==> run_1/m2.png <==
(4 px per um)
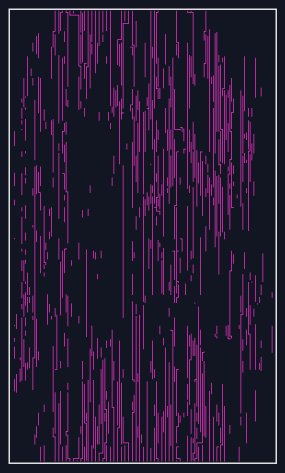
==> run_1/floorplan.png <==
(4 px per um) Pins as bars on the die edge.
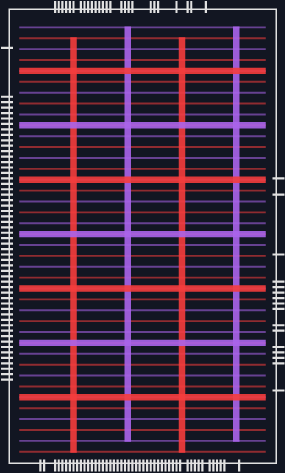
==> run_1/util_map.png <==
(4 px per um) 7 x 11 tiles, from black (low) to pale yellow (high), 0 to 100% covered.
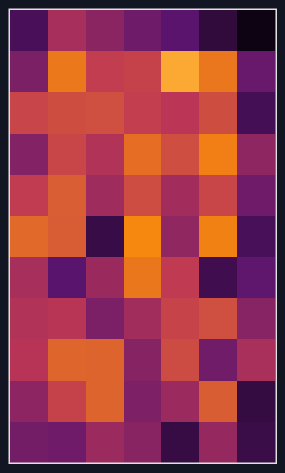
==> run_1/ff_map.png <==
(4 px per um) Other sequential cells in the stronger gray, the rest of the logic in the fainter gray.
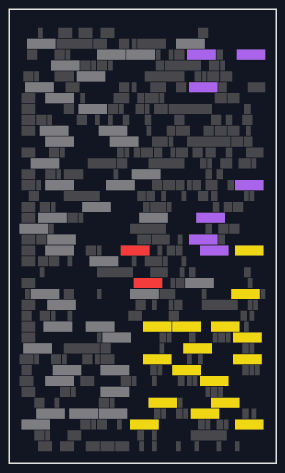
===== config.mk =====
export PLATFORM = sky130hd
export DESIGN_NAME = ext_bus_arbiter
export DESIGN_NICKNAME = d
export VERILOG_FILES = /design/src/rtl/ext_bus_arbiter_pkg.sv /design/src/rtl/ext_bus_arbiter_rr_arb2.sv /design/src/rtl/ext_bus_arbiter.sv
export SDC_FILE = /design/constraint.sdc
export NUM_CORES = 1
export LEC_CHECK = 0
export ABC_CLOCK_PERIOD_IN_PS = 2500
export CAP_MARGIN = 0
export CELL_PAD_IN_SITES_DETAIL_PLACEMENT = 0
export CELL_PAD_IN_SITES_GLOBAL_PLACEMENT = 1
export CORE_ASPECT_RATIO = 1.75
export CORE_MARGIN = 2
export CORE_UTILIZATION = 44
export DETAILED_ROUTE_END_ITERATION = 16
export DONT_BUFFER_PORTS = 1
export HOLD_SLACK_MARGIN = 0.05
export PLACE_DENSITY_LB_ADDON = 0.12
export SLEW_MARGIN = 20
export SYNTH_ARGS = -nofsm -noshare
export SYNTH_HDL_FRONTEND = slang
export SYNTH_SLANG_ARGS = --single-unit
export TNS_END_PERCENT = 10

===== constraint.sdc =====
create_clock -name clk -period 2.5 [get_ports clk]
set_input_delay 0.375 -clock clk [delete_from_list [all_inputs] [get_ports clk]]
set_output_delay 0.375 -clock clk [all_outputs]
set_load 0.02 [all_outputs]

===== src/rtl/ext_bus_arbiter_pkg.sv =====
// Shared definitions for the external bus arbiter: bus widths, pin encodings,
// FSM state encoding and a small port-to-one-hot helper.
package ext_bus_arbiter_pkg;

  localparam int unsigned BusAw = 16;
  localparam int unsigned BusDw = 16;

  // Encoding of the external rw pin.
  localparam logic RwRead  = 1'b1;
  localparam logic RwWrite = 1'b0;

  typedef enum logic [1:0] {
    StIdle = 2'd0,
    StAddr = 2'd1,
    StWait = 2'd2,
    StDone = 2'd3
  } bus_state_e;

  function automatic logic [1:0] port_onehot(input logic port);
    return port ? 2'b10 : 2'b01;
  endfunction

endpackage


===== src/rtl/ext_bus_arbiter_rr_arb2.sv =====
// Two-way round-robin arbiter (purely combinational).
// Ports:
//   req_i       per-port request
//   last_i      port served most recently; a tie goes to the other port
//   mask_en_i   restrict grants to mask_port_i (bus lock owner)
//   mask_port_i the only port eligible while mask_en_i is set
//   en_i        allow any grant this cycle
//   gnt_vld_o   a port is granted
//   gnt_port_o  granted port index
module ext_bus_arbiter_rr_arb2
  import ext_bus_arbiter_pkg::*;
(
  input  logic [1:0] req_i,
  input  logic       last_i,
  input  logic       mask_en_i,
  input  logic       mask_port_i,
  input  logic       en_i,
  output logic       gnt_vld_o,
  output logic       gnt_port_o
);

  logic [1:0] req_eff;

  always_comb begin
    req_eff = req_i & (mask_en_i ? port_onehot(mask_port_i) : 2'b11);
    if (!en_i) begin
      req_eff = 2'b00;
    end
    gnt_vld_o = |req_eff;
    case (req_eff)
      2'b11:   gnt_port_o = ~last_i;
      2'b10:   gnt_port_o = 1'b1;
      default: gnt_port_o = 1'b0;
    endcase
  end

endmodule


===== src/rtl/ext_bus_arbiter.sv =====
// External 16-bit bus arbiter. Arbitrates instruction fetch (port 0) and load/store (port 1)
// onto the bus pins, sequences each transfer as ADDR -> WAIT x WAIT_CYCLES -> DONE, and manages
// the shared lock line for locked read-modify-write sequences with an idle timeout.
// Ports:
//   clk, n_rst                      clock, synchronous active-low reset
//   i_m_req/i_m_we/i_m_lock         per-port request, write, keep-locked flags
//   i_m{0,1}_addr, i_m{0,1}_wdata   per-port address / write data
//   o_m_done, o_m_rdata             per-port completion pulse, read data
//   o_rw, o_addr, o_data, o_data_oe external bus drive (tristates resolved at top level)
//   i_data                          external data sample
//   o_lock, o_lock_oe, i_lock       lock line drive / enable / sample
//   o_lock_timeout                  one-cycle pulse on forced lock release
module ext_bus_arbiter
  import ext_bus_arbiter_pkg::*;
#(
  parameter int unsigned WAIT_CYCLES  = 2,
  parameter int unsigned LOCK_TIMEOUT = 64
) (
  input  logic             clk,
  input  logic             n_rst,
  input  logic [1:0]       i_m_req,
  input  logic [1:0]       i_m_we,
  input  logic [1:0]       i_m_lock,
  input  logic [BusAw-1:0] i_m0_addr,
  input  logic [BusAw-1:0] i_m1_addr,
  input  logic [BusDw-1:0] i_m0_wdata,
  input  logic [BusDw-1:0] i_m1_wdata,
  output logic [1:0]       o_m_done,
  output logic [BusDw-1:0] o_m_rdata,
  output logic             o_rw,
  output logic [BusAw-1:0] o_addr,
  output logic [BusDw-1:0] o_data,
  output logic             o_data_oe,
  input  logic [BusDw-1:0] i_data,
  output logic             o_lock,
  output logic             o_lock_oe,
  input  logic             i_lock,
  output logic             o_lock_timeout
);

  localparam int unsigned WaitW = (WAIT_CYCLES > 1) ? $clog2(WAIT_CYCLES) : 1;
  localparam int unsigned CntW  = $clog2(LOCK_TIMEOUT + 1);

  bus_state_e       state_q, state_d;
  logic             port_q, port_d;
  logic             we_q, we_d;
  logic             lock_q, lock_d;
  logic [BusAw-1:0] addr_q, addr_d;
  logic [BusDw-1:0] wdata_q, wdata_d;
  logic [BusDw-1:0] rdata_q, rdata_d;
  logic [WaitW-1:0] wait_cnt_q, wait_cnt_d;
  logic             owner_vld_q, owner_vld_d;
  logic             owner_q, owner_d;
  logic             last_q, last_d;
  logic [CntW-1:0]  idle_cnt_q, idle_cnt_d;
  logic             timeout_q, timeout_d;

  logic             arb_en, gnt_vld, gnt_port;
  logic [CntW-1:0]  idle_inc;

  // A foreign agent holding the lock pin blocks us unless we are the ones driving it.
  assign arb_en = (state_q == StIdle) && !(i_lock && !owner_vld_q);

  ext_bus_arbiter_rr_arb2 u_arb (
    .req_i       (i_m_req),
    .last_i      (last_q),
    .mask_en_i   (owner_vld_q),
    .mask_port_i (owner_q),
    .en_i        (arb_en),
    .gnt_vld_o   (gnt_vld),
    .gnt_port_o  (gnt_port)
  );

  // Saturating increment; release happens when it reaches LOCK_TIMEOUT.
  assign idle_inc = (idle_cnt_q >= CntW'(LOCK_TIMEOUT)) ? idle_cnt_q : idle_cnt_q + 1'b1;

  always_comb begin
    state_d     = state_q;
    port_d      = port_q;
    we_d        = we_q;
    lock_d      = lock_q;
    addr_d      = addr_q;
    wdata_d     = wdata_q;
    rdata_d     = rdata_q;
    wait_cnt_d  = wait_cnt_q;
    owner_vld_d = owner_vld_q;
    owner_d     = owner_q;
    last_d      = last_q;
    idle_cnt_d  = idle_cnt_q;
    timeout_d   = 1'b0;

    unique case (state_q)
      StIdle: begin
        if (gnt_vld) begin
          state_d    = StAddr;
          port_d     = gnt_port;
          we_d       = i_m_we[gnt_port];
          lock_d     = i_m_lock[gnt_port];
          addr_d     = gnt_port ? i_m1_addr : i_m0_addr;
          wdata_d    = gnt_port ? i_m1_wdata : i_m0_wdata;
          last_d     = gnt_port;
          wait_cnt_d = '0;
          idle_cnt_d = '0;
          if (i_m_lock[gnt_port]) begin
            owner_vld_d = 1'b1;
            owner_d     = gnt_port;
          end
        end else if (owner_vld_q) begin
          if (idle_inc == CntW'(LOCK_TIMEOUT)) begin
            owner_vld_d = 1'b0;
            idle_cnt_d  = '0;
            timeout_d   = 1'b1;
          end else begin
            idle_cnt_d = idle_inc;
          end
        end
      end
      StAddr: begin
        if (WAIT_CYCLES == 0) begin
          state_d = StDone;
          if (!we_q) rdata_d = i_data;
        end else begin
          state_d = StWait;
        end
      end
      StWait: begin
        if (wait_cnt_q == WaitW'(WAIT_CYCLES - 1)) begin
          state_d = StDone;
          if (!we_q) rdata_d = i_data;
        end else begin
          wait_cnt_d = wait_cnt_q + 1'b1;
        end
      end
      StDone: begin
        state_d = StIdle;
        // The owner's final transfer of a locked sequence drops the lock.
        if (owner_vld_q && (owner_q == port_q) && !lock_q) begin
          owner_vld_d = 1'b0;
          idle_cnt_d  = '0;
        end
      end
      default: state_d = StIdle;
    endcase
  end

  always_ff @(posedge clk) begin
    if (!n_rst) begin
      state_q     <= StIdle;
      port_q      <= 1'b0;
      we_q        <= 1'b0;
      lock_q      <= 1'b0;
      addr_q      <= '0;
      wdata_q     <= '0;
      rdata_q     <= '0;
      wait_cnt_q  <= '0;
      owner_vld_q <= 1'b0;
      owner_q     <= 1'b0;
      last_q      <= 1'b1;
      idle_cnt_q  <= '0;
      timeout_q   <= 1'b0;
    end else begin
      state_q     <= state_d;
      port_q      <= port_d;
      we_q        <= we_d;
      lock_q      <= lock_d;
      addr_q      <= addr_d;
      wdata_q     <= wdata_d;
      rdata_q     <= rdata_d;
      wait_cnt_q  <= wait_cnt_d;
      owner_vld_q <= owner_vld_d;
      owner_q     <= owner_d;
      last_q      <= last_d;
      idle_cnt_q  <= idle_cnt_d;
      timeout_q   <= timeout_d;
    end
  end

  logic busy;
  assign busy = (state_q != StIdle);

  always_comb begin
    o_rw           = busy ? (we_q ? RwWrite : RwRead) : RwRead;
    o_addr         = addr_q;
    o_data         = wdata_q;
    o_data_oe      = busy && we_q;
    o_lock         = owner_vld_q;
    o_lock_oe      = owner_vld_q;
    o_m_done       = (state_q == StDone) ? port_onehot(port_q) : 2'b00;
    o_m_rdata      = rdata_q;
    o_lock_timeout = timeout_q;
  end

endmodule


==> summary.txt, run 1 <==
run metrics: status completed, Post-synth ARST share 0%, Logic pwr share 28.7%, Setup Skew 0.003773 ns, DR WL/cell 16.62 um, largest class logic gates, Max-area cell share 43.44%, group drawing the most power sequential cells, WL final 7080 um, crit path from o_lock$_SDFFE_PN0P_, worst r2r dst idle_cnt_q[4]$_SDFFE_PN0P_, Unique cell types 43, layout cells sized above 1 8.430%, post-CTS setup buffer count 0, overall power 4266 uW, DRT Pass-1 Iters 4, startpoint types register, GRT Overall Usage 19.73%, slowest CP cell dfxtp_1, row cnt 39, Final Max Slew Viols 0, post-route design area 0.003426 sq mm, Reg clk slew, reported paths 0.05 ns, Yosys top cell by area dfxtp_1, endpoints failing hold 0, area reported by Yosys stat 0.002995 sq mm, clk sinks 65, CP Class register to register, drt via density 5.641, detailed-route DRC error count 0, Seq/Total Area, Yosys 43.44%, mux frac, synth 12.07%, FMAX 0.4472 GHz, Log Warnings 30, EDFF count, synth 0, Setup violations, final 0, Post-DRT Antenna Nets 0, layer carrying the most global-route usage met2, syn_nets 437, pre-CTS setup slack 0.2854 ns, number of DRC markers in iteration 0 119, area of the multi-input gates 0.001560 sq mm, area grow syn2layout 14.37%
Notes on m2.png above:
longest straight run: 47.8 um
wire length on this layer: 3,820 um
main direction: vertical
nets with wire on the layer: 357
share of all routed wire: 54%

Notes on floorplan.png above:
legend:
  red:
    net: VSS
  purple:
    net: VDD
met4 straps: 4
signal pins: 144
met1 rails: 40

Notes on util_map.png above:
mean over tiles: 44%
fullest tile: 81%
tiles over 75% full: 1.3%

Notes on ff_map.png above:
legend:
  purple:
    signal: `idle_cnt_q`
    sequential_cells: 7
  yellow:
    signal: `o_m_rdata`
    sequential_cells: 16
  red:
    signal: `state_q`
    sequential_cells: 2
not colored: 40

==> run 1: how the worst min path moves through the flow <==
| stage | end | slack, ns | cells after the start |
|---|---|---|---|
| 6_report | last_q$_SDFFE_PN1N_ | 0.11 | 1 |
| 5_1_grt | last_q$_SDFFE_PN1N_ | 0.11 | 1 |
| 4_1_cts | last_q$_SDFFE_PN1N_ | 0.1 | 1 |
| 3_5_place_dp | last_q$_SDFFE_PN1N_ | 0.45 | 1 |
| 3_3_place_gp | last_q$_SDFFE_PN1N_ | 0.44 | 1 |
| 2_1_floorplan | last_q$_SDFFE_PN1N_ | 0.44 | 2 |
==> run 1: per-layer routing <==
metal | routed length [um] | part of all wire, %
met1 | 2627 | 37
met2 | 3815 | 54
met3 | 473 | 6.7
met4 | 163 | 2.3
met5 | 0 | 0
==> run 1 -> run 2 <==
--- a/config.mk
+++ b/config.mk
@@ -16,7 +16,7 @@
 export DONT_BUFFER_PORTS = 1
 export HOLD_SLACK_MARGIN = 0.05
 export PLACE_DENSITY_LB_ADDON = 0.12
-export SLEW_MARGIN = 20
+export SLEW_MARGIN = 15
 export SYNTH_ARGS = -nofsm -noshare
 export SYNTH_HDL_FRONTEND = slang
 export SYNTH_SLANG_ARGS = --single-unit
==> run 2 against run 1 <==
Net effect:
- hold slack unchanged
- critical path type unchanged
- sequential cell count unchanged
- count of clock-buffer cells in the layout unchanged
- final cell count unchanged
- largest power group unchanged
- wire length unchanged
==> summary.txt, run 2 <==
run metrics: Lkg Pwr 0.001192 uW, die area 0.007510 sq mm, area of the multi-input gates 0.001560 sq mm, post-route design area 0.003426 sq mm, worst r2r dst idle_cnt_q[4]$_SDFFE_PN0P_, Top Metal Used met4, Post-synth ARST share 0%, area reported by Yosys stat 0.002995 sq mm, FMAX 0.4472 GHz, overall power 4266 uW, slowest CP cell dfxtp_1, endpoints failing hold 0, IO Count 144, WL final 7080 um, Unique cell types 43, Log Warnings 30, hold path cells 1, Seq/Total Area, Yosys 43.44%, DRT Pass-1 Iters 4, Post-DRT Antenna Nets 0, routed wl met2 3815 um, startpoint types register, pre-CTS setup slack 0.2854 ns, crit path from o_lock$_SDFFE_PN0P_, DR WL/cell 16.62 um, status completed, routed length on met1 2627 um, GRT Overall Usage 19.73%, mux frac, synth 12.07%, met3 WL post-DR 473 um, drt via density 5.641, largest class logic gates, Yosys top cell by area dfxtp_1, CP Class register to register, Reg clk slew, reported paths 0.05 ns, Setup violations, final 0, syn_nets 437, clk sinks 65, Max-area cell share 43.44%, Final Max Slew Viols 0, number of DRC markers in iteration 0 119, EDFF count, synth 0, Hold EP last_q$_SDFFE_PN1N_
-- run 2: cell counts in the layout (fill, tap and decap cells not counted) --
No cell type changed its count.
-- run 2: logic make-up (layout without fill, tap and decap cells) --
logic type                 Yosys count  count (layout)
and+or+nand+nor                    114             114
xor gates and xnor gates             5               5
muxes                               36              36
DFF                                 65              65
AOI/OAI and AO/OA                   83              83
adders and majority gates            5               5
buffers and inverters               35              36
-- run 2: layer usage --
metal	vias to the layer above	track usage [%]
li1	1212	-
met1	1091	20.49
met2	84	34.27
met3	16	6.759
met4	0	9.796
met5	-	0
-- run 2: power breakdown --
part           internal [uW]  switching [uW]
sequential              1280             406
clock                    928             433
combinational            502             721
total                   2710            1560
==> run_2/util_map.png <==
(4 px per um) 7 x 11 tiles, from black (low) to pale yellow (high), 0 to 100% covered.
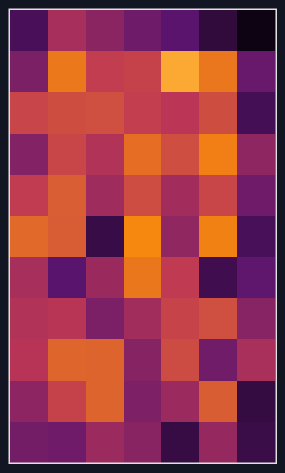
fullest tile: 81%
tiles over 75% full: 1.3%
mean over tiles: 44%

==> run_2/clock_nets.png <==
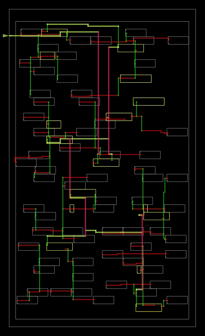
Inserted Clock Buffers: 9
Setup Skew: 0.003773 ns
Flops: 65
CLK BUF: 14

Power is estimated from default activity; no workload was simulated.
